===== src/rtl/io_stimulus_gen_if.sv =====
// Configuration/stimulus bus of the input-port stimulus generator.
// The master side drives enable and config; the slave side is the generator.
interface io_stimulus_gen_if #(
    parameter int WIDTH    = 32,
    parameter int CHANNELS = 2
);
    logic                      enable;
    logic                      cfg_we;
    logic [3:0]                cfg_ch;
    logic [1:0]                cfg_mode;
    logic [WIDTH-1:0]          cfg_seed;
    logic [WIDTH-1:0]          cfg_step;
    logic                      cpu_resetn;
    logic [CHANNELS*WIDTH-1:0] in_port;
    logic                      update;
    logic [15:0]               update_count;

    modport master (
        output enable, cfg_we, cfg_ch, cfg_mode, cfg_seed, cfg_step,
        input  cpu_resetn, in_port, update, update_count
    );

    modport slave (
        input  enable, cfg_we, cfg_ch, cfg_mode, cfg_seed, cfg_step,
        output cpu_resetn, in_port, update, update_count
    );
endinterface


===== src/rtl/io_stimulus_gen.sv =====
// Input-port stimulus generator: CPU reset hold plus CHANNELS per-port value
// sequencers that advance together every PERIOD enabled clocks.

// One channel: run-time mode, step and current value.
module io_stimulus_lane #(
    parameter int               WIDTH = 32,
    parameter logic [WIDTH-1:0] TAPS  = '0,
    parameter logic [WIDTH-1:0] INIT  = '0
) (
    input  logic             clock,
    input  logic             reset,
    input  logic             tick,
    input  logic             wr,
    input  logic [1:0]       wr_mode,
    input  logic [WIDTH-1:0] wr_seed,
    input  logic [WIDTH-1:0] wr_step,
    output logic [WIDTH-1:0] value
);
    typedef enum logic [1:0] {M_HOLD, M_INC, M_LFSR, M_WALK} mode_e;

    mode_e            mode;
    logic [WIDTH-1:0] step;
    logic [WIDTH-1:0] next_value;

    always_comb begin
        next_value = value;
        case (mode)
            M_HOLD: next_value = value;
            M_INC:  next_value = value + step;
            // zero is the LFSR lock-up state; escape it to 1
            M_LFSR: next_value = (value == '0) ? WIDTH'(1)
                                               : ((value >> 1) ^ (value[0] ? TAPS : '0));
            M_WALK: next_value = (value << 1) | (value >> (WIDTH-1));
            default: next_value = value;
        endcase
    end

    // a config write beats a same-edge update for this channel
    always_ff @(posedge clock) begin
        if (reset) begin
            mode  <= M_INC;
            step  <= WIDTH'(1);
            value <= INIT;
        end else if (wr) begin
            mode  <= mode_e'(wr_mode);
            step  <= wr_step;
            value <= wr_seed;
        end else if (tick) begin
            value <= next_value;
        end
    end
endmodule

module io_stimulus_gen #(
    parameter int               WIDTH        = 32,
    parameter int               CHANNELS     = 2,
    parameter int               PERIOD       = 5,
    parameter int               RESET_CYCLES = 5,
    parameter logic [WIDTH-1:0] INIT_BASE    = '0,
    parameter logic [31:0]      TAPS         = 32'h80200003
) (
    input  logic             clock,
    input  logic             reset,
    io_stimulus_gen_if.slave bus
);
    localparam int TW = (PERIOD > 1) ? $clog2(PERIOD) : 1;
    localparam int RW = $clog2(RESET_CYCLES + 1);
    localparam logic [WIDTH-1:0] TAPS_W = WIDTH'(TAPS);

    typedef struct packed {
        logic             we;
        logic [3:0]       ch;
        logic [1:0]       mode;
        logic [WIDTH-1:0] seed;
        logic [WIDTH-1:0] step;
    } cfg_req_t;

    cfg_req_t                         cfg;
    logic [TW-1:0]                    timer;
    logic                             tick;
    logic [RW-1:0]                    hold_cnt;
    logic                             cpu_resetn_q;
    logic                             update_q;
    logic [15:0]                      update_count_q;
    logic [CHANNELS-1:0][WIDTH-1:0]   values;

    assign cfg  = '{we: bus.cfg_we, ch: bus.cfg_ch, mode: bus.cfg_mode,
                    seed: bus.cfg_seed, step: bus.cfg_step};
    assign tick = bus.enable && (timer == TW'(PERIOD - 1));

    always_ff @(posedge clock) begin
        if (reset) begin
            timer          <= '0;
            update_q       <= 1'b0;
            update_count_q <= '0;
        end else begin
            update_q <= tick;
            if (bus.enable)
                timer <= tick ? '0 : timer + TW'(1);
            if (tick)
                update_count_q <= update_count_q + 16'd1;
        end
    end

    // cpu_resetn rises on the RESET_CYCLES-th edge after reset and the
    // saturated counter keeps it there
    always_ff @(posedge clock) begin
        if (reset) begin
            hold_cnt     <= '0;
            cpu_resetn_q <= 1'b0;
        end else if (hold_cnt != RW'(RESET_CYCLES)) begin
            hold_cnt     <= hold_cnt + RW'(1);
            cpu_resetn_q <= (hold_cnt == RW'(RESET_CYCLES - 1));
        end
    end

    for (genvar k = 0; k < CHANNELS; k++) begin : g_lane
        io_stimulus_lane #(
            .WIDTH (WIDTH),
            .TAPS  (TAPS_W),
            .INIT  (INIT_BASE + WIDTH'(k))
        ) u_lane (
            .clock   (clock),
            .reset   (reset),
            .tick    (tick),
            .wr      (cfg.we && (cfg.ch == 4'(k))),
            .wr_mode (cfg.mode),
            .wr_seed (cfg.seed),
            .wr_step (cfg.step),
            .value   (values[k])
        );
    end

    assign bus.cpu_resetn   = cpu_resetn_q;
    assign bus.in_port      = values;
    assign bus.update       = update_q;
    assign bus.update_count = update_count_q;
endmodule


===== src/flat_wrapper.sv =====
// flat-port wrapper written by rule: the top's interface ports become plain ports
module io_stimulus_gen_flat 
#(
    parameter int               WIDTH        = 32,
    parameter int               CHANNELS     = 2,
    parameter int               PERIOD       = 5,
    parameter int               RESET_CYCLES = 5,
    parameter logic [WIDTH-1:0] INIT_BASE    = '0,
    parameter logic [31:0]      TAPS         = 32'h80200003
)
  (clock, reset, bus_enable, bus_cfg_we, bus_cfg_ch, bus_cfg_mode, bus_cfg_seed, bus_cfg_step, bus_cpu_resetn, bus_in_port, bus_update, bus_update_count);
  io_stimulus_gen_if #(.WIDTH(WIDTH), .CHANNELS(CHANNELS)) bus_i ();
  input  logic clock;
  input  logic reset;
  input wire logic [$bits(bus_i.enable)-1:0] bus_enable;
  input wire logic [$bits(bus_i.cfg_we)-1:0] bus_cfg_we;
  input wire logic [$bits(bus_i.cfg_ch)-1:0] bus_cfg_ch;
  input wire logic [$bits(bus_i.cfg_mode)-1:0] bus_cfg_mode;
  input wire logic [$bits(bus_i.cfg_seed)-1:0] bus_cfg_seed;
  input wire logic [$bits(bus_i.cfg_step)-1:0] bus_cfg_step;
  output wire logic [$bits(bus_i.cpu_resetn)-1:0] bus_cpu_resetn;
  output wire logic [$bits(bus_i.in_port)-1:0] bus_in_port;
  output wire logic [$bits(bus_i.update)-1:0] bus_update;
  output wire logic [$bits(bus_i.update_count)-1:0] bus_update_count;
  assign bus_i.enable = bus_enable;
  assign bus_i.cfg_we = bus_cfg_we;
  assign bus_i.cfg_ch = bus_cfg_ch;
  assign bus_i.cfg_mode = bus_cfg_mode;
  assign bus_i.cfg_seed = bus_cfg_seed;
  assign bus_i.cfg_step = bus_cfg_step;
  assign bus_cpu_resetn = bus_i.cpu_resetn;
  assign bus_in_port = bus_i.in_port;
  assign bus_update = bus_i.update;
  assign bus_update_count = bus_i.update_count;
  io_stimulus_gen #(.WIDTH(WIDTH), .CHANNELS(CHANNELS), .PERIOD(PERIOD), .RESET_CYCLES(RESET_CYCLES), .INIT_BASE(INIT_BASE), .TAPS(TAPS)) u_core (.clock(clock), .reset(reset), .bus(bus_i));
endmodule

===== config.mk =====
export PLATFORM = sky130hd
export DESIGN_NAME = io_stimulus_gen_flat
export DESIGN_NICKNAME = d
export VERILOG_FILES = /design/src/rtl/io_stimulus_gen_if.sv /design/src/rtl/io_stimulus_gen.sv /design/src/flat_wrapper.sv
export SDC_FILE = /design/constraint.sdc
export NUM_CORES = 1
export LEC_CHECK = 0
export CAP_MARGIN = 5
export CELL_PAD_IN_SITES_DETAIL_PLACEMENT = 0
export CELL_PAD_IN_SITES_GLOBAL_PLACEMENT = 1
export CORE_MARGIN = 4
export CORE_UTILIZATION = 41
export DETAILED_ROUTE_END_ITERATION = 8
export PLACE_DENSITY_LB_ADDON = 0.1
export SYNTH_ARGS = -nofsm -noshare
export SYNTH_HDL_FRONTEND = slang
export SYNTH_SLANG_ARGS = --single-unit

===== constraint.sdc =====
create_clock -name clock -period 3.7 [get_ports clock]
set_input_delay 0.74 -clock clock [delete_from_list [all_inputs] [get_ports clock]]
set_output_delay 0.74 -clock clock [all_outputs]
set_load 0.05 [all_outputs]

==> run summary <==
The following summarizes the physical implementation.

GRT
The via count of the first global-routing pass is 10399. Entering global routing, the biggest net connects 90 pins.

Job
The number of OpenROAD warnings is 29. The number of maximum-capacitance violations recorded for the run is 0.

STA
The share of the cycle needed by the critical path after routing is 91.1%. The least setup slack across all paths after layout is 0.331 ns.

Final layout
The dominant kind of cell is combinational gates. Per the final layout report, the fraction of cells sized above drive strength 1 comes to 6.41%. Non-clock buffers in the final layout number 196. From synthesis to final layout, the design area changed by 24.2%.

Run status
The flow ran to the end, and the final reports show no timing, DRC or antenna violations.

Power and ir drop
The power report lists cell-internal power as 2.86 mW. The flow reported a cell area power density of 305 mW/mm².

Worst hold path
The class of the tightest hold or removal check is register to register. The source of the worst hold timing path is u_core.g_lane[1].u_lane.step[14].

Die
The floorplan report lists the tap cell count as 330.

Yosys
The library cell occupying the most area in the post-synthesis netlist is sky130_fd_sc_hd__dfxtp_1. The post-synthesis cell count from yosys is 1382. Ranked by total cell area, the synthesized netlist is headed by sky130_fd_sc_hd__dfxtp_1 30%, sky130_fd_sc_hd__ha_1 8.3%, sky130_fd_sc_hd__nand2_1 8.0%.

Worst setup path
The capturing element of the worst setup path is u_core.g_lane[0].u_lane.value[30]. The worst register-to-register path has a depth of 11.

Clock tree
The TritonCTS buffer count is 17.
## metrics by stage
step	cells	area, µm²	util (%)	power, mW
2_1_floorplan	1382	10500	-	1.99
3_3_place_gp	1812	12500	49.5	2.20
3_5_place_dp	1812	12500	49.5	2.20
4_1_cts	1844	13100	51.8	4.01
5_1_grt	1845	13100	51.9	4.12
6_report	1845	13100	51.9	3.98
## cell families (layout without fill, tap and decap cells)
group,Yosys count,in the layout,share of synthesized area (%)
AND/OR/NAND/NOR,474,474,20.2
XOR/XNOR,71,71,5.92
multiplexers,16,16,1.55
AND-OR/OR-AND,468,468,29.5
buffers and inverters,125,257,4.46
flip-flops,156,156,29.7
adder cells (fa/ha/maj),72,72,8.71
other,0,1,0
**Ports around the boundary**

Drawn at 3 px/µm. Pins as bars across the die edge, other pins in grey.
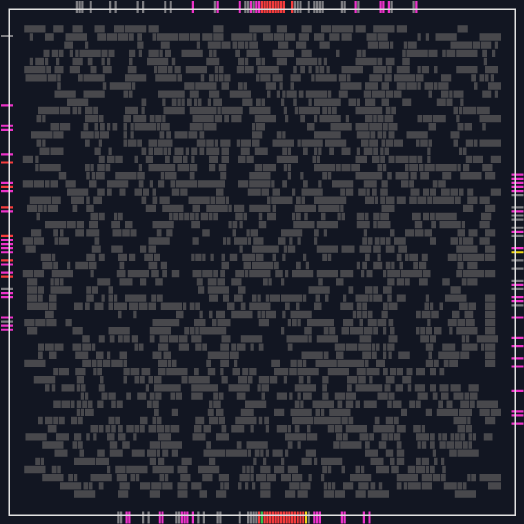
Key: red = bus_cfg_step [pins 32, direction input, edge 16 bottom, 10 top, 6 left]; magenta = bus_in_port [pins 64, direction output, edge 20 right, 18 left, 15 bottom, 11 top]; green = bus_cfg_we [pins 1, direction input, edge bottom]; yellow = bus_cfg_mode [pins 2, direction input, edge 1 right, 1 bottom]
All pins by edge: 49 bottom, 48 top, 32 right, 27 left.
vertical extent of the die: 168 µm
count of buffers from port buffering: 155
die width: 168 µm

**Signal wires by layer**

Drawn at 2 px/µm. Two of the layers only.
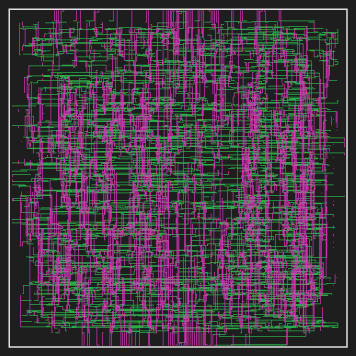
Key: magenta = M2 [wire length 17700 µm]; green = M1 [wire length 18900 µm]
final wirelength: 39700 µm
overall global routing resource usage: 27.2%
vias: 11052
routed length per placed instance: 21.5 µm

Power is estimated from default activity; no workload was simulated.
